## src/rtl/zig_issue_ctrl.sv

```systemverilog
// Credit-gated issue control for the fixed-latency ziggurat pipeline: issue_valid is registered and rises
// on the edge that enters RUN; it stays low whenever the output FIFO could not absorb every in-flight sample.
module zig_issue_ctrl #(
  parameter  int PIPE_LAT   = 6,
  parameter  int FIFO_DEPTH = 16,
  localparam int CW         = $clog2(FIFO_DEPTH + 1)
) (
  input  logic          clk,
  input  logic          rst,
  input  logic          enable,
  output logic          issue_valid,
  input  logic          ret_valid,
  input  logic          ret_accept,
  input  logic          fifo_pop,
  output logic [CW-1:0] in_flight,
  output logic [CW-1:0] occupancy,
  output logic          busy,
  output logic          lat_err,
  output logic [15:0]   reject_cnt
);

  typedef enum logic [1:0] {S_IDLE, S_RUN, S_DRAIN} state_t;

  localparam logic [CW-1:0] DEPTH_CW = CW'(FIFO_DEPTH);
  localparam logic [CW:0]   DEPTH_W  = (CW+1)'(FIFO_DEPTH);

  state_t                r_state;
  logic                  r_issue_valid;
  logic [CW-1:0]         r_in_flight;
  logic [CW-1:0]         r_occupancy;
  logic                  r_busy;
  logic                  r_lat_err;
  logic [15:0]           r_reject_cnt;
  logic [PIPE_LAT-1:0]   r_tok;

  state_t                w_state_nxt;
  logic                  w_ret_acc;
  logic                  w_ret_rej;
  logic                  w_inf_under;
  logic                  w_occ_under;
  logic                  w_occ_over;
  logic [CW-1:0]         w_inf_nxt;
  logic [CW-1:0]         w_occ_nxt;
  logic [CW:0]           w_committed;
  logic                  w_err;
  logic                  w_issue_nxt;

  always_comb begin
    w_ret_acc   = ret_valid & ret_accept;
    w_ret_rej   = ret_valid & ~ret_accept;
    w_inf_under = ret_valid & (r_in_flight == '0);
    w_occ_under = fifo_pop & (r_occupancy == '0);
    w_occ_over  = w_ret_acc & ~fifo_pop & (r_occupancy == DEPTH_CW);
    // Bad updates hold the affected counter and only raise the sticky error.
    w_inf_nxt   = r_in_flight + CW'(r_issue_valid) - CW'(ret_valid & ~w_inf_under);
    w_occ_nxt   = r_occupancy + CW'(w_ret_acc & ~w_occ_over) - CW'(fifo_pop & ~w_occ_under);
    w_committed = {1'b0, w_occ_nxt} + {1'b0, w_inf_nxt};
    w_err       = (ret_valid != r_tok[PIPE_LAT-1]) | w_inf_under | w_occ_under | w_occ_over;

    w_state_nxt = r_state;
    case (r_state)
      S_IDLE:  if (enable) w_state_nxt = S_RUN;
      S_RUN:   if (!enable) w_state_nxt = S_DRAIN;
      S_DRAIN: begin
        if (enable)                                w_state_nxt = S_RUN;
        else if (r_in_flight == '0 && !ret_valid)  w_state_nxt = S_IDLE;
      end
      default: w_state_nxt = S_IDLE;
    endcase

    // Credits already account for this cycle's returns, pops and the issue currently on the wire.
    w_issue_nxt = (w_state_nxt == S_RUN) && (w_committed < DEPTH_W);
  end

  always_ff @(posedge clk) begin
    if (rst) begin
      r_state       <= S_IDLE;
      r_issue_valid <= 1'b0;
      r_in_flight   <= '0;
      r_occupancy   <= '0;
      r_busy        <= 1'b0;
      r_lat_err     <= 1'b0;
      r_reject_cnt  <= '0;
      r_tok         <= '0;
    end else begin
      r_state       <= w_state_nxt;
      r_issue_valid <= w_issue_nxt;
      r_in_flight   <= w_inf_nxt;
      r_occupancy   <= w_occ_nxt;
      r_busy        <= (w_state_nxt != S_IDLE);
      r_lat_err     <= r_lat_err | w_err;
      r_tok         <= (r_tok << 1) | PIPE_LAT'(r_issue_valid);
      if (w_ret_rej && r_reject_cnt != 16'hFFFF)
        r_reject_cnt <= r_reject_cnt + 16'd1;
    end
  end

  assign issue_valid = r_issue_valid;
  assign in_flight   = r_in_flight;
  assign occupancy   = r_occupancy;
  assign busy        = r_busy;
  assign lat_err     = r_lat_err;
  assign reject_cnt  = r_reject_cnt;

endmodule

```

## config.mk

```make
export PLATFORM = sky130hd
export DESIGN_NAME = zig_issue_ctrl
export DESIGN_NICKNAME = d
export VERILOG_FILES = /design/src/rtl/zig_issue_ctrl.sv
export SDC_FILE = /design/constraint.sdc
export NUM_CORES = 1
export LEC_CHECK = 0
export CORE_MARGIN = 10
export CORE_UTILIZATION = 38
export CTS_CLUSTER_SIZE = 24
export DETAILED_ROUTE_END_ITERATION = 8
export PLACE_DENSITY = 0.7
export REMOVE_ABC_BUFFERS = 1
export SLEW_MARGIN = 25
export SYNTH_ARGS = -nofsm -noshare
export SYNTH_HDL_FRONTEND = slang
export SYNTH_SLANG_ARGS = --single-unit
```

## constraint.sdc

```tcl
create_clock -name clk -period 3 [get_ports clk]
set_input_delay 0.75 -clock clk [delete_from_list [all_inputs] [get_ports clk]]
set_output_delay 0.75 -clock clk [all_outputs]
set_load 0.05 [all_outputs]
```

==> run_1/layer_met1.png <==
Scale bar: 20 µm. Supply wires on this layer in gray.
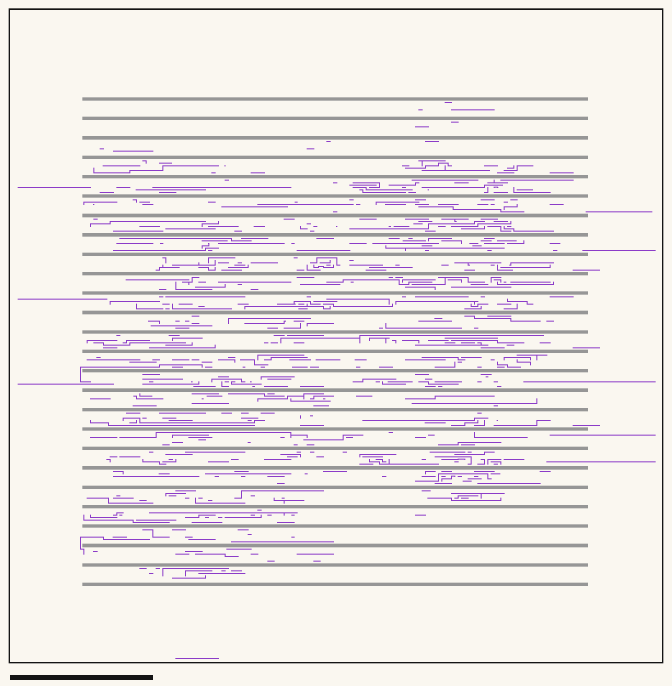
main direction: horizontal
share of all routed wire: 43%
DRT Wirelength: 4710 µm
met1 usage: 12.8%

==> run_1/layer_met2.png <==
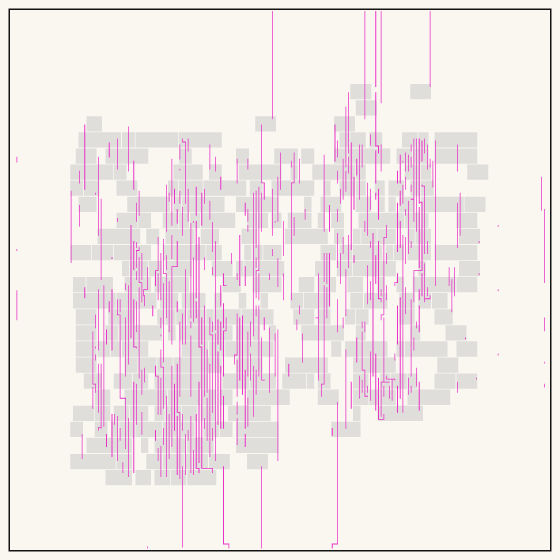
main direction: vertical
longest straight run: 29.9 µm
total number of vias: 1,694
GR Layer Usage met2: 18.6%

==> ci_impl_report.md, run 1 <==
## Implementation flow summary

| Metric | Value |
|---|---|
| Status | finished clean |
| HP Class | reg -> reg |
| Slowest stage delay, CP | 0.48 ns |
| Mux area share | 3.43% |
| Clock Path Buffers | 2 |
| XORs/XNORs by Area | 3.62% |
| WP data arrival | 3.23 ns |
| Critical Path Fanout Max | 2 |
| Die height | 91.3 µm |
| Element type at the critical path start | flip-flop |
| Final Max Tran Viols | 0 |
| Asr flop ratio synth | 0% |
| Crit path cell chain | inv_2, ha_1, or4b_4, and2_4, ha_4, inv_1, ha_2, fa_2, a21oi_2, o21bai_1, xnor2_1, ha_1, nor3_2, and3_1 |
| Clk slew on worst S/H paths | 0.07 ns |
| Overall routing resource usage | 11.4% |
| Worst reg2reg path depth | 14 |
| Synth Area in Compound Gates | 13.1% |
| Placed cell area | 2460 µm² |
| Hpwl dp | 3430 µm |
| Area leader, netlist | dfxtp_1 |
| Hold WS | 0.436 ns |
| Die Width | 91.3 µm |
| Core area | 4820 µm² |
| Crit end category | flip-flop |
| Max reg flops | 16 |
| Worst vdd ir | 0.000858 V |
| Post-CTS setup buffer count | 11 |
| Post-cts gate resize count | 16 |
| Share of the synthesized area in the top cell type | 38.3% |
| Hold EP | r_tok[2] |
| Layout cells sized above 1 | 22.2% |
| First-pass DRT Iterations | 4 |
| Placed insts | 318 |
| Synth logic family | simple AND/OR/NAND/NOR gates |
| Pwr Density | 888 nW/µm² |
| TritonCTS clock tree | built |
| Unrepaired setup endpoints after global routing | yes |
| Worst-Skew Late Latency | 0.29 ns |
| OpenROAD warnings | 29 |
| Yosys cell types | 39 |
| M1 wire length | 2030 µm |
| Routability cong. | 0.765 |
| Initial antenna violation count | 0 |
| Area grow syn2layout | 39.7% |
| Slowest stage cell, crit path | or4b_4 |
| I/O pin total | 35 |
| Power Total | 2.40 mW |
| Post-Syn Area | 1930 µm² |
| H-tree Lvls | 2 |
| Hold path startpoint | r_tok[1] |
| EDFF count, synth | 0 |
| Hold buffers post-CTS | 0 |
| Nets | 294 |
| Mean Syn Cell Area | 9.39 µm² |
| Setup CP Type | reg -> reg |
| Global route hottest layer | met2 |
| Most common cell in the netlist | dfxtp_1 |
| Met3 WL post-DR | 359 µm |
| Core Util, Final | 56.1% |
| Setup TNS | 0 ns |
| Ant. Diodes | 0 |
| Most common cell on crit path | ha_1 |
| # setup viols final | 0 |
| DP Worst Slack | -0.521 ns |
| Total global routing overflow | 0 |
| Top_reg_cell synth | dfxtp_1 |
| Share of the clock period used by the worst path | 99.7% |
| Yosys warning count | 0 |
| FF-to-FF End | issue_valid |
| Most numerous logic cells after layout | dfxtp_1 (35), clkdlybuf4s50_1 (32), buf_4 (28), nor2b_1 (21), inv_1 (15) |
| Largest net degree at the start of global routing | 28 |
| Met2 routed WL | 2240 µm |
| Main area contributors | dfxtp_1 (38%), ha_1 (11%), nor2b_1 (6.8%), a21oi_1 (3.9%), inv_1 (3.3%) |
| Final Instance Count excl. Fillers | 337 |
| Max Used Layer | met4 |
| Std cell rows | 25 |
| Post-route minimum period | 2.99 ns |
| Cts bufs inserted | 5 |
| First-pass GRT wire length | 7910 µm |
| Sink Count | 37 |
| Simple-Gate Area Share | 23.9% |
| Reg-to-reg slack, setup | 0.008 ns |
| Commonest cells in the netlist | dfxtp_1 (37), nor2b_1 (21), ha_1 (17), inv_1 (17), a21oi_1 (15) |
| FMAX | 334 MHz |
| Drt via density | 5.03 |
| DRT antenna net count | 0 |
| Required time of the worst setup path | 3.24 ns |
| Hold path cells | 1 |
| Initial DRC Count | 46 |
| Most frequent logic cell in the layout | dfxtp_1 |
| Ys cells | 206 |
| Max-slew headroom | 65.9% |
| Synth Area in Adders | 13.1% |
| Syn Inst Count | 206 |
| Final Cell Area | 2700 µm² |
| YS chip area | 1930 µm² |
| Worst clock skew | 0.00749 ns |
| Final Hold Viols | 0 |
| Vias in the first global route | 1,726 |
| Setup WS post-layout | 0.00768 ns |
| Routed wire per std cell | 14.0 µm |
| Synth Seq Share | 38.3% |
| Synth Register Bits | 37 |
| Die Area | 8340 µm² |
| Worst Setup EP | issue_valid |
| DRC viols | 0 |
| CTS root buf | clkbuf_8 |
| FP Core Util | 40.2% |
| Leakage | 1.06 nW |
| PortBufs | 34 |
| Worst setup startpoint | in_flight[2] |
| Worst-margin pin slew | 0.507 ns |
| Reg2reg start | in_flight[2] |
| Max Cap Viol | 0 |
==> run_1/layer_met3.png <==
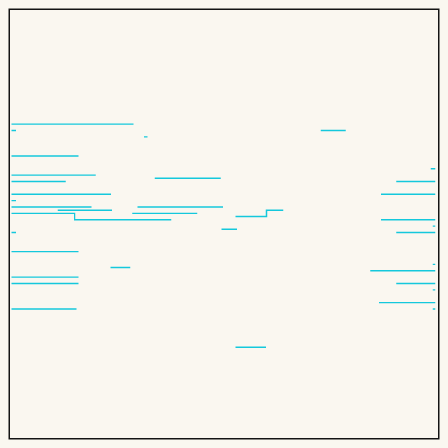
longest straight run: 25.8 µm
share of all routed wire: 7.6%
wire length on this layer: 359 µm
met3 Use GR: 5.27%

run 1: layout make-up:
type / count / area, µm²
Fill cell: 448 / 2120
Inverter: 17 / 63.8
Tap cell: 67 / 83.8
Multi-Input combinational cell: 146 / 1180
Clock buffer: 6 / 72.6
Clock inverter: 2 / 10.0
Sequential cell: 37 / 743
Timing Repair Buffer: 62 / 548
run 1: where the power goes:
group          leakage (nW)  internal (mW)  switching, mW
combinational         0.713          0.696          0.753
sequential            0.303          0.560         0.0521
clock                0.0450          0.161          0.176
run 1: critical path: cells and delay by family, from the launching register on:
family                     cells  cell delay, ns
adders and majority gates      5            1.22
AOI/OAI and AO/OA              2            0.21
buffers and inverters          2            0.09
and+or+nand+nor                4            0.91
DFF                            1            0.33
xor gates and xnor gates       1            0.21
==> run 1 -> run 2 <==
CTS_CLUSTER_SIZE = 10   (was 24)
==> run_2/layer_met3.png <==
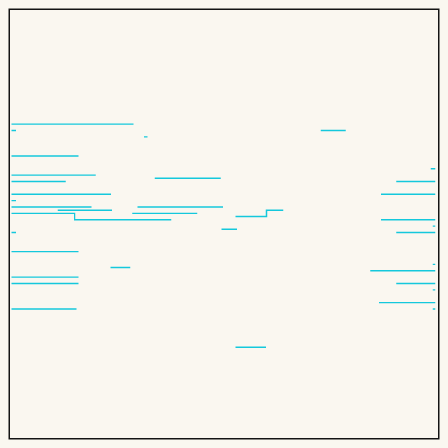
main direction: horizontal
longest straight run: 25.8 µm
nets with wire on the layer: 30
wire length on this layer: 359 µm

==> run 2 against run 1 <==
Global-route usage unchanged. Cell count unchanged. Hold slack unchanged. Fmax unchanged. Setup slack unchanged. Combinational power about the same. Critical endpoint unchanged.
==> ci_impl_report.md, run 2 <==
## Implementation flow summary

| Metric | Value |
|---|---|
| Std cell rows | 25 |
| Ant. Diodes | 0 |
| Met3 WL post-DR | 359 µm |
| Top_reg_cell synth | dfxtp_1 |
| I/O pin total | 35 |
| Pwr Density | 888 nW/µm² |
| Met3 Use GR | 5.27% |
| TritonCTS clock tree | built |
| Die Area | 8340 µm² |
| Status | finished clean |
| Yosys cell types | 39 |
| Total number of vias | 1,694 |
| Commonest cells in the netlist | dfxtp_1 (37), nor2b_1 (21), ha_1 (17), inv_1 (17), a21oi_1 (15) |
| Hold path cells | 1 |
| Total global routing overflow | 0 |
| Clk slew on worst S/H paths | 0.07 ns |
| Reg2reg start | in_flight[2] |
| # setup viols final | 0 |
| Critical Path Fanout Max | 2 |
| Most frequent logic cell in the layout | dfxtp_1 |
| Worst-Skew Late Latency | 0.29 ns |
| Worst-margin pin slew | 0.507 ns |
| Cell family with the largest share of critical-path delay | adder cells |
| Max reg flops | 16 |
| Overall routing resource usage | 11.4% |
| Syn Inst Count | 206 |
| Setup TNS | 0 ns |
| Final Max Tran Viols | 0 |
| Routability cong. | 0.765 |
| FP Core Util | 40.2% |
| Synth Seq Share | 38.3% |
| Synth Area in Compound Gates | 13.1% |
| Final Cell Area | 2700 µm² |
| EDFF count, synth | 0 |
| Layout cells sized above 1 | 22.2% |
| Worst reg2reg path depth | 14 |
| DRT Wirelength | 4710 µm |
| Crit path cell chain | inv_2, ha_1, or4b_4, and2_4, ha_4, inv_1, ha_2, fa_2, a21oi_2, o21bai_1, xnor2_1, ha_1, nor3_2, and3_1 |
| Reg-to-reg slack, setup | 0.008 ns |
| Unrepaired setup endpoints after global routing | yes |
| Initial antenna violation count | 0 |
| Initial DRC Count | 46 |
| CP Buf/Inv Count | 2 |
| Vias in the first global route | 1,726 |
| Simple-Gate Area Share | 23.9% |
| Synth Area in Adders | 13.1% |
| Hold buffers post-CTS | 0 |
| Share of the synthesized area in the top cell type | 38.3% |
| Most numerous logic cells after layout | dfxtp_1 (35), clkdlybuf4s50_1 (32), buf_4 (28), nor2b_1 (21), inv_1 (15) |
| Area grow syn2layout | 39.7% |
| Synth logic family | simple AND/OR/NAND/NOR gates |
| Asr flop ratio synth | 0% |
| Slowest stage delay, CP | 0.48 ns |
| Power Total | 2.40 mW |
| Slowest stage cell, crit path | or4b_4 |
| Cts bufs inserted | 5 |
| Hold WS | 0.436 ns |
| Core Util, Final | 56.1% |
| Global route hottest layer | met2 |
| XORs/XNORs by Area | 3.62% |
| Clock Path Buffers | 2 |
| Ys cells | 206 |
| H-tree Lvls | 2 |
## run 2: cell counts after synthesis
Identical to the previous run, type by type.
## run 2: cell families (layout without fill, tap and decap cells)
logic type / Yosys count / in the layout
flip-flops: 37 / 37
adder cells (fa/ha/maj): 19 / 19
multiplexers: 6 / 6
buffers and inverters: 23 / 87
XOR/XNOR: 8 / 8
AND/OR/NAND/NOR: 72 / 72
AND-OR/OR-AND: 41 / 41
## run 2: area by class of cell
cell class / instances / share of cell area, %
clock buffers: 6 / 2.69
well taps: 67 / 3.10
flip-flops and latches: 37 / 27.5
inverters: 17 / 2.36
clock inverters: 2 / 0.371
repair buffers: 62 / 20.3
multi-input cells: 146 / 43.7
## run 2: power by group
part | switching, mW | internal [mW]
combinational | 0.753 | 0.696
clock | 0.176 | 0.161
sequential | 0.0521 | 0.560
==> run 2 -> run 3 <==
CAP_MARGIN = 30   (was not set)
CTS_CLUSTER_DIAMETER = 40   (was not set)
==> run_3/placement_by_type.png <==
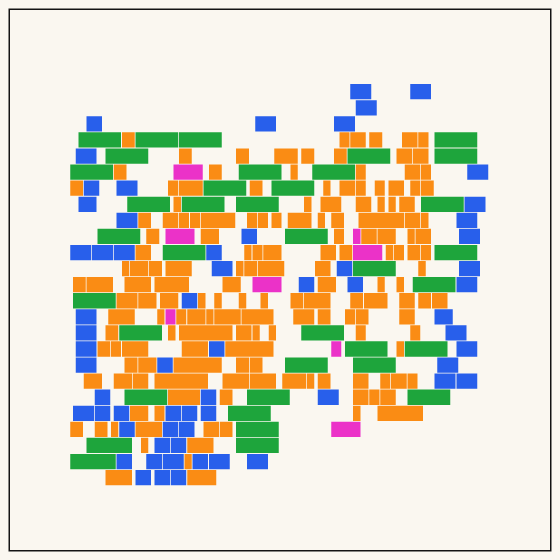
| class | color | cells |
|---|---|---|
| remaining buffers and delay cells | blue | 62 |
| combinational and other logic | orange | 163 |
| sequential cells | green | 37 |
| clock drivers and dummy loads | magenta | 8 |
core area: 4820 µm²
Final Cell Area: 2700 µm²
flop share of the area: 27.5%
std cell rows: 25
Core Util, Final: 56.1%

==> run 3 against run 2 <==
Hold slack unchanged. Non-clock buffer count unchanged. Clock skew did not move.
==> ci_impl_report.md, run 3 <==
## Implementation flow summary

| Metric | Value |
|---|---|
| Mux area share | 3.43% |
| Most common cell in the netlist | dfxtp_1 |
| Drt via density | 5.03 |
| First-pass GRT wire length | 7910 µm |
| Pwr Density | 888 nW/µm² |
| Die Area | 8340 µm² |
| Setup WS post-layout | 0.00768 ns |
| Total number of vias | 1,694 |
| TritonCTS clock tree | built |
| Synth Register Bits | 37 |
| Placed cell area | 2460 µm² |
| Initial DRC Count | 46 |
| Worst Setup EP | issue_valid |
| Area leader, netlist | dfxtp_1 |
| Met2 routed WL | 2240 µm |
| Area grow syn2layout | 39.7% |
| Reg area | 743 µm² |
| Commonest cells in the netlist | dfxtp_1 (37), nor2b_1 (21), ha_1 (17), inv_1 (17), a21oi_1 (15) |
| DRT Wirelength | 4710 µm |
| Ys cells | 206 |
| Crit end category | flip-flop |
| Status | finished clean |
| Worst-margin pin slew | 0.507 ns |
| Worst vdd ir | 0.000858 V |
| Worst-Skew Late Latency | 0.29 ns |
| Placed insts | 318 |
| Final Max Tran Viols | 0 |
| Max Used Layer | met4 |
| Hpwl dp | 3430 µm |
| Crit path depth | 14 |
| Max reg flops | 16 |
| Synth Area in Adders | 13.1% |
| Cts bufs inserted | 5 |
| Clock Path Buffers | 2 |
| Power Total | 2.40 mW |
| Max Cap Viol | 0 |
| Mean Syn Cell Area | 9.39 µm² |
| CP Buf/Inv Count | 2 |
| Required time of the worst setup path | 3.24 ns |
| Reg2reg start | in_flight[2] |
| Sink Count | 37 |
| Synth logic family | simple AND/OR/NAND/NOR gates |
| DRC viols | 0 |
| EDFF count, synth | 0 |
| Max-slew headroom | 65.9% |
| Unrepaired setup endpoints after global routing | yes |
| XORs/XNORs by Area | 3.62% |
| Crit path cell chain | inv_2, ha_1, or4b_4, and2_4, ha_4, inv_1, ha_2, fa_2, a21oi_2, o21bai_1, xnor2_1, ha_1, nor3_2, and3_1 |
| First-pass DRT Iterations | 4 |
| Simple-Gate Area Share | 23.9% |
| Most numerous logic cells after layout | dfxtp_1 (35), clkdlybuf4s50_1 (32), buf_4 (28), nor2b_1 (21), inv_1 (15) |
| Switching Share | 40.9% |
| Synth Area in Compound Gates | 13.1% |
| Slowest stage delay, CP | 0.48 ns |
| WP data arrival | 3.23 ns |
| Worst setup startpoint | in_flight[2] |
| Hold WS | 0.436 ns |
| Met3 Use GR | 5.27% |
| M1 wire length | 2030 µm |
| Global route hottest layer | met2 |
| Die height | 91.3 µm |
| I/O pin total | 35 |
| Asr flop ratio synth | 0% |
| CTS root buf | clkbuf_8 |
| Largest net degree at the start of global routing | 28 |
| Yosys cell types | 39 |
| Layout cells sized above 1 | 22.2% |
| Routed wire per std cell | 14.0 µm |
| Worst reg2reg path depth | 14 |
| Slowest stage cell, crit path | or4b_4 |
| Hold path startpoint | r_tok[1] |
| Total global routing overflow | 0 |
| Hold path cells | 1 |
| Most frequent logic cell in the layout | dfxtp_1 |
| GR Layer Usage met2 | 18.6% |
| Final Hold Viols | 0 |
| Setup TNS | 0 ns |
| DP Worst Slack | -0.521 ns |
| Met1 usage | 12.8% |
| Vias in the first global route | 1,726 |
| Post-CTS setup buffer count | 11 |
| Hold EP | r_tok[2] |
| Sequential power share | 25.5% |
| Element type at the critical path start | flip-flop |
| Post-Syn Area | 1930 µm² |
| Fillers | 448 |
| Post-cts gate resize count | 16 |
| Comb power frac | 60.4% |
| PortBufs | 34 |
| Cell family with the largest share of critical-path delay | adder cells |
| Most common cell on crit path | ha_1 |
## run 3: cell counts in the layout (fill, tap and decap cells not counted)
No cell type changed its count.
## run 3: power groups by stage
stage,Clock [mW],Sequential (mW),Combinational [mW]
6_report,0.337,0.612,1.45
3_3_place_gp,0,0.617,1.15
2_1_floorplan,0,0.814,0.604
4_1_cts,0.351,0.611,1.33
5_1_grt,0.371,0.622,1.60
3_5_place_dp,0,0.615,1.19
## run 3: area by class of cell
type | instances | share of cell area [%]
flip-flops and latches | 37 | 27.5
clock inverters | 2 | 0.371
repair buffers | 62 | 20.3
clock buffers | 6 | 2.69
multi-input cells | 146 | 43.7
well taps | 67 | 3.10
inverters | 17 | 2.36
Power figures rest on the tool's default switching activity, not on a simulated workload.
